**src/rtl/char_cell_scanner_pkg.sv**
```systemverilog
// Shared types and constants for the character-cell scanner family.
//   COLOUR_W / COORD_W : pixel colour and screen coordinate widths.
//   CNT_W              : in-cell counter width (cells are at most 16x16).
//   DEF_CELL_W/H       : default cell geometry.
//   state_e            : scanner FSM states.
//   cell_coord()       : origin + in-cell offset, modulo 2^COORD_W.
package char_pkg;

  localparam int COLOUR_W   = 6;
  localparam int COORD_W    = 8;
  localparam int CNT_W      = 4;
  localparam int DEF_CELL_W = 10;
  localparam int DEF_CELL_H = 10;

  typedef enum logic [1:0] {
    IDLE  = 2'd0,
    SCAN  = 2'd1,
    DRAIN = 2'd2,
    DONE  = 2'd3
  } state_e;

  // Screen coordinates wrap at 256; there is deliberately no clipping.
  function automatic logic [COORD_W-1:0] cell_coord(input logic [COORD_W-1:0] origin,
                                                    input logic [CNT_W-1:0]   offset);
    return origin + COORD_W'(offset);
  endfunction

endpackage

```
**src/rtl/char_cell_scanner_if.sv**
```systemverilog
// Glyph-decoder and plotter bus of the character-cell scanner.
//   flush_x/flush_y           : absolute pixel presented to the glyph decoder.
//   glyph_colour/glyph_enable : combinational decoder answer for that pixel.
//   plot/plot_x/plot_y/plot_colour : pixel write towards the plotter.
//   plot_ready                : plotter accepts the write when plot && plot_ready.
// master = scanner side, slave = decoder/plotter side.
interface char_cell_scanner_if;
  import char_pkg::*;

  logic [COORD_W-1:0]  flush_x;
  logic [COORD_W-1:0]  flush_y;
  logic [COLOUR_W-1:0] glyph_colour;
  logic                glyph_enable;
  logic                plot;
  logic [COORD_W-1:0]  plot_x;
  logic [COORD_W-1:0]  plot_y;
  logic [COLOUR_W-1:0] plot_colour;
  logic                plot_ready;

  modport master (
    output flush_x, flush_y, plot, plot_x, plot_y, plot_colour,
    input  glyph_colour, glyph_enable, plot_ready
  );

  modport slave (
    input  flush_x, flush_y, plot, plot_x, plot_y, plot_colour,
    output glyph_colour, glyph_enable, plot_ready
  );

endinterface

```
**src/rtl/char_cell_scanner_raster.sv**
```systemverilog
// cell_raster_counter: raster position (cx, cy) inside a CELL_W x CELL_H cell.
//   clk, rst    : clock, asynchronous active-high reset.
//   clear_i     : return to (0,0); wins over advance_i.
//   advance_i   : step one pixel in raster order (x fastest).
//   cx_o, cy_o  : current in-cell position.
//   last_o      : current position is the final pixel of the cell.
module cell_raster_counter
  import char_pkg::*;
#(
  parameter int unsigned CELL_W = DEF_CELL_W,
  parameter int unsigned CELL_H = DEF_CELL_H
) (
  input  logic             clk,
  input  logic             rst,
  input  logic             clear_i,
  input  logic             advance_i,
  output logic [CNT_W-1:0] cx_o,
  output logic [CNT_W-1:0] cy_o,
  output logic             last_o
);

  localparam logic [CNT_W-1:0] CX_MAX = CNT_W'(CELL_W - 1);
  localparam logic [CNT_W-1:0] CY_MAX = CNT_W'(CELL_H - 1);

  logic [CNT_W-1:0] cx_q, cx_d;
  logic [CNT_W-1:0] cy_q, cy_d;

  always_comb begin
    cx_d = cx_q;
    cy_d = cy_q;
    if (clear_i) begin
      cx_d = '0;
      cy_d = '0;
    end else if (advance_i) begin
      if (cx_q == CX_MAX) begin
        cx_d = '0;
        cy_d = (cy_q == CY_MAX) ? '0 : cy_q + 1'b1;
      end else begin
        cx_d = cx_q + 1'b1;
      end
    end
  end

  always_ff @(posedge clk or posedge rst) begin
    if (rst) begin
      cx_q <= '0;
      cy_q <= '0;
    end else begin
      cx_q <= cx_d;
      cy_q <= cy_d;
    end
  end

  assign cx_o   = cx_q;
  assign cy_o   = cy_q;
  assign last_o = (cx_q == CX_MAX) && (cy_q == CY_MAX);

endmodule

```
**src/rtl/char_cell_scanner.sv**
```systemverilog
// char_cell_scanner: scans one character cell through a combinational glyph
// decoder and emits the resulting pixel writes with ready back-pressure.
//   clk, reset        : clock, asynchronous active-high reset.
//   start             : draw request, only honoured in IDLE.
//   char_x, char_y    : cell origin, latched when start is accepted.
//   gif (master)      : flush_* to the decoder, glyph_* back, plot_* to plotter.
//   busy              : accepted start through the done cycle, inclusive.
//   done              : one-cycle pulse once the last write has gone out.
module char_cell_scanner
  import char_pkg::*;
#(
  parameter int unsigned         CELL_W    = DEF_CELL_W,
  parameter int unsigned         CELL_H    = DEF_CELL_H,
  parameter bit                  DRAW_BG   = 1'b0,
  parameter logic [COLOUR_W-1:0] BG_COLOUR = '0
) (
  input  logic                clk,
  input  logic                reset,
  input  logic                start,
  input  logic [COORD_W-1:0]  char_x,
  input  logic [COORD_W-1:0]  char_y,
  char_cell_scanner_if.master gif,
  output logic                busy,
  output logic                done
);

  state_e              state_q, state_d;
  logic [COORD_W-1:0]  org_x_q, org_x_d, org_y_q, org_y_d;
  logic                plot_q, plot_d;
  logic [COORD_W-1:0]  plot_x_q, plot_x_d, plot_y_q, plot_y_d;
  logic [COLOUR_W-1:0] plot_colour_q, plot_colour_d;
  logic [COORD_W-1:0]  flush_x, flush_y;
  logic [CNT_W-1:0]    cx, cy;
  logic                last, clear, advance;

  cell_raster_counter #(
    .CELL_W (CELL_W),
    .CELL_H (CELL_H)
  ) u_raster (
    .clk       (clk),
    .rst       (reset),
    .clear_i   (clear),
    .advance_i (advance),
    .cx_o      (cx),
    .cy_o      (cy),
    .last_o    (last)
  );

  always_comb begin
    state_d       = state_q;
    org_x_d       = org_x_q;
    org_y_d       = org_y_q;
    plot_d        = plot_q;
    plot_x_d      = plot_x_q;
    plot_y_d      = plot_y_q;
    plot_colour_d = plot_colour_q;
    flush_x       = '0;
    flush_y       = '0;
    clear         = 1'b0;
    advance       = 1'b0;

    unique case (state_q)
      IDLE: begin
        if (start) begin
          org_x_d = char_x;
          org_y_d = char_y;
          clear   = 1'b1;
          state_d = SCAN;
        end
      end
      SCAN: begin
        flush_x = cell_coord(org_x_q, cx);
        flush_y = cell_coord(org_y_q, cy);
        // Only a pending, unaccepted write stalls; an empty slot always refills.
        if (!(plot_q && !gif.plot_ready)) begin
          advance       = 1'b1;
          plot_d        = gif.glyph_enable | DRAW_BG;
          plot_x_d      = flush_x;
          plot_y_d      = flush_y;
          plot_colour_d = gif.glyph_enable ? gif.glyph_colour : BG_COLOUR;
          if (last) state_d = DRAIN;
        end
      end
      DRAIN: begin
        // The final pixel's write is still in the output slot here.
        if (!plot_q || gif.plot_ready) begin
          plot_d  = 1'b0;
          state_d = DONE;
        end
      end
      DONE: state_d = IDLE;
      default: state_d = IDLE;
    endcase
  end

  // ---- output pipeline stage: decoder answer -> registered pixel write ----
  always_ff @(posedge clk or posedge reset) begin
    if (reset) begin
      state_q       <= IDLE;
      org_x_q       <= '0;
      org_y_q       <= '0;
      plot_q        <= 1'b0;
      plot_x_q      <= '0;
      plot_y_q      <= '0;
      plot_colour_q <= '0;
    end else begin
      state_q       <= state_d;
      org_x_q       <= org_x_d;
      org_y_q       <= org_y_d;
      plot_q        <= plot_d;
      plot_x_q      <= plot_x_d;
      plot_y_q      <= plot_y_d;
      plot_colour_q <= plot_colour_d;
    end
  end

  assign gif.flush_x     = flush_x;
  assign gif.flush_y     = flush_y;
  assign gif.plot        = plot_q;
  assign gif.plot_x      = plot_x_q;
  assign gif.plot_y      = plot_y_q;
  assign gif.plot_colour = plot_colour_q;
  assign busy            = (state_q != IDLE);
  assign done            = (state_q == DONE);

endmodule

```
**src/flat_wrapper.sv**
```systemverilog
// flat-port wrapper written by rule: the top's interface ports become plain ports
module char_cell_scanner_flat import char_pkg::*;
#(
  parameter int unsigned         CELL_W    = DEF_CELL_W,
  parameter int unsigned         CELL_H    = DEF_CELL_H,
  parameter bit                  DRAW_BG   = 1'b0,
  parameter logic [COLOUR_W-1:0] BG_COLOUR = '0
)
  (clk, reset, start, char_x, char_y, busy, done, gif_flush_x, gif_flush_y, gif_plot, gif_plot_x, gif_plot_y, gif_plot_colour, gif_glyph_colour, gif_glyph_enable, gif_plot_ready);
  char_cell_scanner_if gif_i ();
  input  logic clk;
  input  logic reset;
  input  logic start;
  input  logic [COORD_W-1:0] char_x;
  input  logic [COORD_W-1:0] char_y;
  output logic busy;
  output logic done;
  output wire logic [$bits(gif_i.flush_x)-1:0] gif_flush_x;
  output wire logic [$bits(gif_i.flush_y)-1:0] gif_flush_y;
  output wire logic [$bits(gif_i.plot)-1:0] gif_plot;
  output wire logic [$bits(gif_i.plot_x)-1:0] gif_plot_x;
  output wire logic [$bits(gif_i.plot_y)-1:0] gif_plot_y;
  output wire logic [$bits(gif_i.plot_colour)-1:0] gif_plot_colour;
  input wire logic [$bits(gif_i.glyph_colour)-1:0] gif_glyph_colour;
  input wire logic [$bits(gif_i.glyph_enable)-1:0] gif_glyph_enable;
  input wire logic [$bits(gif_i.plot_ready)-1:0] gif_plot_ready;
  assign gif_flush_x = gif_i.flush_x;
  assign gif_flush_y = gif_i.flush_y;
  assign gif_plot = gif_i.plot;
  assign gif_plot_x = gif_i.plot_x;
  assign gif_plot_y = gif_i.plot_y;
  assign gif_plot_colour = gif_i.plot_colour;
  assign gif_i.glyph_colour = gif_glyph_colour;
  assign gif_i.glyph_enable = gif_glyph_enable;
  assign gif_i.plot_ready = gif_plot_ready;
  char_cell_scanner #(.CELL_W(CELL_W), .CELL_H(CELL_H), .DRAW_BG(DRAW_BG), .BG_COLOUR(BG_COLOUR)) u_core (.clk(clk), .reset(reset), .start(start), .char_x(char_x), .char_y(char_y), .gif(gif_i), .busy(busy), .done(done));
endmodule
```
**config.mk**
```make
export PLATFORM = sky130hd
export DESIGN_NAME = char_cell_scanner_flat
export DESIGN_NICKNAME = d
export VERILOG_FILES = /design/src/rtl/char_cell_scanner_pkg.sv /design/src/rtl/char_cell_scanner_if.sv /design/src/rtl/char_cell_scanner_raster.sv /design/src/rtl/char_cell_scanner.sv /design/src/flat_wrapper.sv
export SDC_FILE = /design/constraint.sdc
export NUM_CORES = 1
export LEC_CHECK = 0
export ABC_AREA = 1
export CAP_MARGIN = 20
export CELL_PAD_IN_SITES_DETAIL_PLACEMENT = 0
export CELL_PAD_IN_SITES_GLOBAL_PLACEMENT = 1
export CORE_ASPECT_RATIO = 0.7
export CORE_MARGIN = 2
export CORE_UTILIZATION = 38
export DETAILED_ROUTE_END_ITERATION = 8
export PLACE_DENSITY_LB_ADDON = 0.12
export RECOVER_POWER = 100
export SLEW_MARGIN = 20
export SYNTH_ARGS = -nofsm -noshare
export SYNTH_HDL_FRONTEND = slang
export SYNTH_SLANG_ARGS = --single-unit
```
**constraint.sdc**
```tcl
create_clock -name clk -period 3.78 [get_ports clk]
set_clock_uncertainty 0.05 [all_clocks]
set_input_delay 0.756 -clock clk [delete_from_list [all_inputs] [get_ports clk]]
set_output_delay 0.756 -clock clk [all_outputs]
set_load 0.05 [all_outputs]
```
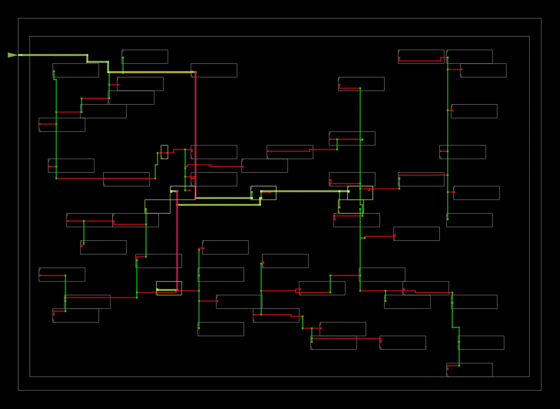
Run 1: the clock network
Latency at later pin: 0.29 ns
Clock Power: 314 µW
Clock Sinks: 49
clock buf count: 7
Inserted Clock Buffers: 5

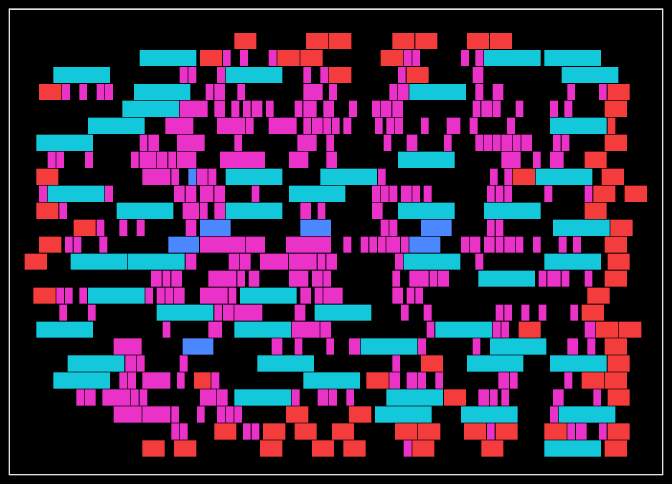
Run 1: cell classes on the final placement
Key: blue = clock drivers and dummy loads [cells 7]; red = other buffers and delay cells [cells 68]; magenta = all other logic [cells 276]; cyan = flip-flops [cells 49]

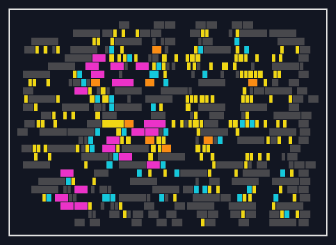
Run 1: gate families picked out
Key: magenta = adder and majority cells [cells 19, most used ha_1]; orange = XOR/XNOR gates [cells 8, most used xor2_1]; cyan = inverting AOI/OAI gates [cells 40, most used o21ai_0]; yellow = NAND gates [cells 152, most used nand2_1, where spread over the die]

==> results.py, run 1 <==
# Physical implementation metrics
metrics = {
    "route": {
        "drt_first_iter_violations": 117,
        "vias": 2263,
        "postRouteAntennaNets": 0,
        "wl_per_cell_um": 12.7,
        "viasPerCell": 4.58,
        "drc": 0,
        "wl_mm": 6.28,
        "first_pass_iters": 5,
    },
    "cells_and_area": {
        "final_cells": 494,
        "nets": 446,
        "seq_cells": 49,
        "nMultiInputCombCells": 244,
        "area_growth_pct": 29.7,
        "seq_area_um2": 1230,
        "inverters_excl_clock": 32,
        "fin_util_pct": 51.3,
        "diodes": 0,
        "final_cell_mix": "nand2_1, dfrtp_1, dlygate4sd3_1",
        "sh_seq_area_pct": 35.2,
        "comb_area_share_pct": 36.1,
        "largest_class": "combinational gates",
        "nFillCells": 697,
        "comb_area_um2": 1260,
        "drive_gt1_share_pct": 2.75,
    },
    "worst_setup_path": {
        "cp_cell_sequence": "ha_1, fa_1, nand3_1, nand2_1, xor2_1, and2_1, dlygate4sd3_1",
        "r2r_cells": 7,
        "worstSetupPathType": "reg -> out",
        "arrival_ns": 2.81,
        "r2r_end": "u_core.u_raster.cy_o[0]",
        "cp_slowest_stage_delay_ns": 0.86,
        "ff2ff_setup_slack_ns": 0.83,
        "crit_path_top_delay_cell": "dlygate4sd3_1",
        "critPathLaunchType": "register",
        "r2r-start": "u_core.state_q[1]",
        "worst-path-max-fanout": 6,
    },
    "pwr": {
        "p_leak_nw": 1.84,
        "fin_total_pwr_mw": 3.34,
        "cellPowerDensity_nw_per_um2": 959,
    },
    "yosys": {
        "synth_flops": 49,
        "synth-adder-area-share_pct": 9.41,
        "ff_type": "dfrtp_1",
        "floorplan.nets": 380,
        "synth_seq_share_pct": 45.7,
        "ys_sh_simple_pct": 26.9,
        "yosys-top-cells-area": "dfrtp_1, nand2_1, ha_1",
        "syn_area_um2": 2690,
        "synth_area_leader_cell": "dfrtp_1",
        "synth.distinct_cells": 28,
        "common_cells": "nand2_1, dfrtp_1, inv_1",
        "syn_inst": 334,
        "yosysTopAreaCellShare_pct": 45.7,
        "yosys_area_um2": 2690,
        "async_flop_share_pct": 100,
        "top_cell": "nand2_1",
        "ys_sh_mux_pct": 0,
        "synthAoiAreaFrac_pct": 8.71,
        "ys_warn_count": 0,
        "yosys-dominant-comb-family": "simple AND/OR/NAND/NOR gates",
        "ys_sh_xor_pct": 2.61,
        "avgSynthCellArea_um2": 8.04,
        "edf_count": 0,
        "yosysCellCount": 334,
    },
    "flow_run": {
        "max_cap_violations": 1,
        "openroad.warnings": 32,
    },
    "die": {
        "die_x_um": 104,
        "fp_util_pct": 39.6,
        "chipArea_um2": 7770,
        "row_count": 25,
        "ios": 68,
        "core_area_um2": 6790,
        "nWellTaps": 94,
    },
    "clocking": {
        "cts_buffer_depth": 2,
        "postCtsSetupRepairBufs": 0,
        "cts_hold_buf": 0,
        "htreeDepth": 2,
        "cts-root-buf": "clkbuf_8",
        "cts_resized": 0,
        "path_clk_slew_ns": 0.09,
    },
    "grt": {
        "grt_overflow": 0,
        "antenna_found_initial": 0,
        "grt_pass1_vias": 2006,
        "grt_max_degree": 50,
        "grt_pass1_wl_mm": 10.3,
    },
    "timing": {
        "slew_headroom_pct": -45.3,
        "slew_viol_final": 50,
        "hold-worst-slack_ns": 0.427,
        "final_hold_viol_count": 0,
        "setup_viol": 0,
        "fmax_mhz": 277,
        "rsz0062_at_grt": "false",
        "finalCritPeriodShare_pct": 95.5,
        "worst_slack_ns": 0.169,
    },
    "place": {
        "post_dp_cell_area_um2": 3420,
        "place_ws_ns": 0.482,
        "portBuffers": 67,
        "place_inst": 487,
        "place_congestion": 0.798,
    },
    "status": {
        "violations": "max-capacitance violations, max-slew violations",
        "outcome": "finished with violations",
    },
    "worst_hold_path": {
        "holdPathStages": 2,
        "min_to": "u_core.gif.plot_y[5]",
    },
}
-- run 1: layer usage --
layer	vias to the layer above	wire length [µm]	GRT usage, %
met5	-	0	0
met4	0	44	3.15
met3	5	296	3.51
met2	54	2560	24.3
met1	1016	3380	26.9
li1	1188	-	-
-- run 1: sequential cells by signal (all words and copies together), names as in the netlist --
| register | cells |
|---|---|
| u_core.gif.plot_x | 8 |
| u_core.org_x_q | 8 |
| u_core.gif.plot_y | 8 |
| u_core.org_y_q | 8 |
| u_core.gif.plot | 1 |
| u_core.state_q | 2 |
| u_core.u_raster.cy_o | 4 |
| u_core.gif.plot_colour | 6 |
| u_core.u_raster.cx_o | 4 |
-- run 1: report_power, final --
group / total (mW) / internal [mW] / switching (mW)
clock network: 0.314 / 0.146 / 0.168
logic: 2.07 / 0.639 / 1.43
registers: 0.956 / 0.764 / 0.192
total: 3.34 / 1.55 / 1.79
-- run 1: worst max-delay path by stage --
stage / from / to / slack [ns] / depth (start not counted)
2_1_floorplan: u_core.u_raster.cy_o[0] / gif_flush_y[6] / 0.92 / 8
3_3_place_gp: u_core.u_raster.cy_o[0] / gif_flush_y[4] / 0.52 / 7
3_5_place_dp: u_core.u_raster.cy_o[0] / gif_flush_y[4] / 0.48 / 7
4_1_cts: u_core.u_raster.cy_o[0] / gif_flush_y[4] / 0.15 / 7
5_1_grt: u_core.u_raster.cy_o[0] / gif_flush_y[4] / 0.006 / 7
6_report: u_core.u_raster.cx_o[0] / gif_flush_x[4] / 0.17 / 7
-- run 1: critical path, delay by kind of cell, from the launching register on --
kind	cells	cell delay, ns
buffers and inverters	1	0.86
adders and majority gates	2	0.67
DFF	1	0.44
and+or+nand+nor	3	0.34
xor gates and xnor gates	1	0.20
## Run 2: what changed since run 1
--- a/config.mk
+++ b/config.mk
@@ -11,11 +11,11 @@
 export CELL_PAD_IN_SITES_GLOBAL_PLACEMENT = 1
 export CORE_ASPECT_RATIO = 0.7
 export CORE_MARGIN = 2
-export CORE_UTILIZATION = 38
+export CORE_UTILIZATION = 33
 export DETAILED_ROUTE_END_ITERATION = 8
 export PLACE_DENSITY_LB_ADDON = 0.12
 export RECOVER_POWER = 100
-export SLEW_MARGIN = 20
+export SLEW_MARGIN = 30
 export SYNTH_ARGS = -nofsm -noshare
 export SYNTH_HDL_FRONTEND = slang
 export SYNTH_SLANG_ARGS = --single-unit
==> results.py, run 2 <==
# Physical implementation metrics
metrics = {
    "status": {
        "outcome": "finished clean",
    },
    "die": {
        "die_x_um": 112,
        "die_h_um": 79.5,
        "chipArea_um2": 8890,
        "ios": 68,
        "core_area_um2": 7870,
        "fp_util_pct": 34.1,
        "row_count": 27,
    },
    "place": {
        "post_dp_cell_area_um2": 3450,
        "place_inst": 496,
        "place_ws_ns": 0.487,
        "place_congestion": 0.857,
        "dp_hpwl_mm": 5.10,
        "portBuffers": 67,
    },
    "route": {
        "highest_layer": "met4",
        "first_pass_iters": 4,
        "met1_length_mm": 3.79,
        "postRouteAntennaNets": 0,
        "viasPerCell": 4.52,
        "dr_wl_met2_mm": 2.52,
        "drt_first_iter_violations": 109,
        "wl_per_cell_um": 13.2,
        "dr_wl_met3_um": 319,
        "drc": 0,
        "vias": 2278,
        "wl_mm": 6.66,
    },
    "timing": {
        "finalCritPeriodShare_pct": 96.1,
        "setup_viol": 0,
        "rsz0062_at_grt": "false",
        "slew_headroom_pct": 12.4,
        "slew_viol_final": 0,
        "worst_slew_pin_slew_ns": 1.31,
        "fmax_mhz": 275,
        "period_needed_ns": 3.63,
        "setup-tns-final_ns": 0,
        "hold-worst-slack_ns": 0.421,
        "final_hold_viol_count": 0,
        "worst_slack_ns": 0.147,
    },
    "cells_and_area": {
        "drive_gt1_share_pct": 2.98,
        "diodes": 0,
        "final_cell_mix": "nand2_1, dfrtp_1, dlygate4sd3_1",
        "nets": 448,
        "final_cell_area_um2": 3550,
        "fin_util_pct": 45.1,
        "lay_top_count": "nand2_1",
        "final_cells": 504,
        "area_growth_pct": 32.3,
    },
    "yosys": {
        "yosysTopAreaCellShare_pct": 45.7,
        "ff_type": "dfrtp_1",
        "synth_area_leader_cell": "dfrtp_1",
        "async_flop_share_pct": 100,
        "common_cells": "nand2_1, dfrtp_1, inv_1",
        "top_cell": "nand2_1",
        "floorplan.nets": 380,
        "synth_flops": 49,
        "syn_inst": 334,
        "yosys_area_um2": 2690,
        "ys_sh_simple_pct": 26.9,
        "synth.distinct_cells": 28,
        "synth_seq_share_pct": 45.7,
        "edf_count": 0,
        "ys_sh_mux_pct": 0,
        "yosys-dominant-comb-family": "simple AND/OR/NAND/NOR gates",
        "ys_warn_count": 0,
        "synth-adder-area-share_pct": 9.41,
        "ys_sh_xor_pct": 2.61,
        "yosysCellCount": 334,
        "avgSynthCellArea_um2": 8.04,
        "synthAoiAreaFrac_pct": 8.71,
        "syn_area_um2": 2690,
        "yosys-top-cells-area": "dfrtp_1, nand2_1, ha_1",
    },
    "flow_run": {
        "max_cap_violations": 0,
        "openroad.warnings": 32,
    },
    "worst_setup_path": {
        "end_kind": "output port",
        "cp_data_required_time_ns": 2.97,
        "cp_num_buf_inv": 1,
        "critPathLaunchType": "register",
        "arrival_ns": 2.83,
        "crit_family": "buffers and inverters",
        "worstSetupPathType": "reg -> out",
        "worst-path-max-fanout": 6,
        "cp_cell_sequence": "ha_1, fa_1, nand3_1, nand2_1, xor2_1, and2_1, dlygate4sd3_1",
        "crit_path_top_delay_cell": "dlygate4sd3_1",
        "cp_slowest_stage_delay_ns": 0.86,
    },
    "grt": {
        "use_met1_pct": 24.6,
        "grt_overflow": 0,
        "antenna_found_initial": 0,
        "grt_pass1_vias": 2251,
        "grt_pass1_wl_mm": 11.3,
        "grt_max_degree": 38,
        "met3_usage_pct": 3.64,
        "gr-usage-met2_pct": 23.0,
        "top_usage_layer": "met1",
        "grt_use_total_pct": 16.0,
    },
    "pwr": {
        "cellPowerDensity_nw_per_um2": 983,
        "ir_worst_vdd_uv": 449,
        "p_leak_nw": 1.87,
        "fin_total_pwr_mw": 3.49,
    },
    "worst_hold_path": {
        "hp-class": "reg -> reg",
    },
    "clocking": {
        "cts_hold_buf": 0,
        "htreeDepth": 2,
        "cts.sinks": 49,
        "path_clk_slew_ns": 0.07,
        "cts-root-buf": "clkbuf_16",
        "tritoncts": "built",
        "cts_buffer_depth": 2,
        "cts_buffers": 5,
    },
}
-- run 2: what timing repair did --
| action | 4_1_cts | 5_1_grt |
|---|---|---|
| setup endpoints to repair | 0 | 1 |
| setup buffers | 0 | 0 |
| hold endpoints to repair | 0 | 0 |
| gates resized | 0 | 1 |
-- run 2: worst min-delay path: cells and delay by family, from the launching register on --
kind | cells | cell delay, ns
DFF | 1 | 0.34
and+or+nand+nor | 2 | 0.10
-- run 2: worst paths after layout --
check | startpoint | end | slack, ns | cells past startpoint
worst min register to register | u_core.gif.plot_y[6] | u_core.gif.plot_y[6] | 0.42 | 2
min in group asynchronous | reset | u_core.gif.plot_colour[5] | 1.22 | 2
max in group asynchronous | reset | u_core.gif.plot_y[5] | 1.41 | 3
worst max-delay path | u_core.u_raster.cx_o[0] | gif_flush_x[4] | 0.15 | 7
worst max register to register | u_core.state_q[1] | u_core.u_raster.cy_o[0] | 0.76 | 7
worst min-delay path | u_core.gif.plot_y[6] | u_core.gif.plot_y[6] | 0.42 | 2
-- run 2: power breakdown --
group	total [mW]	switching [mW]	leakage [nW]	internal, mW
logic	2.10	1.46	1.18	0.641
registers	0.954	0.189	0.619	0.765
clock network	0.441	0.197	0.0696	0.243
total	3.49	1.84	1.87	1.65
-- run 2: kinds of logic after synthesis --
family                     after synthesis
buffers and inverters                   41
and+or+nand+nor                        175
xor gates and xnor gates                 8
AOI/OAI and AO/OA                       42
adders and majority gates               19
DFF                                     49
-- run 2: layout make-up --
cell class / count / area (µm²)
well taps: 101 / 126
repair buffers: 70 / 679
multi-input cells: 244 / 1260
inverters: 32 / 120
clock buffers: 5 / 125
clock inverters: 3 / 17.5
flip-flops and latches: 49 / 1230
fillers: 846 / 4320
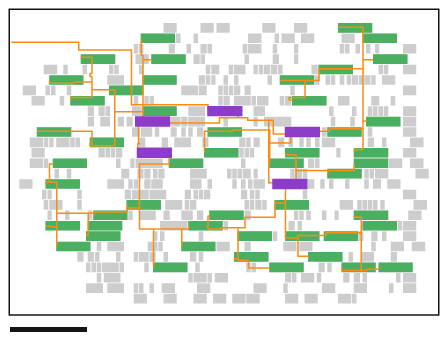
Run 2: clock network drawn from the DEF
The bar under the picture is 20 µm long.
Key: green = flip-flops [count 49]; purple = cells driving clock nets [count 5]; orange = clock wires [length 662 µm]
There are 6 routed clock nets. Position of the flops: spread over the die.

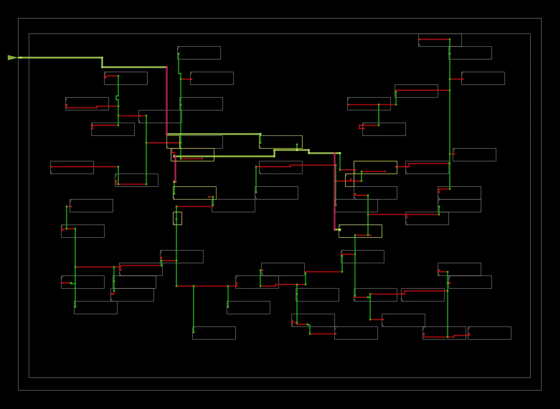
Run 2: the clock network
Latency at later pin: 0.28 ns
Flops: 49

Power figures rest on the tool's default switching activity, not on a simulated workload.
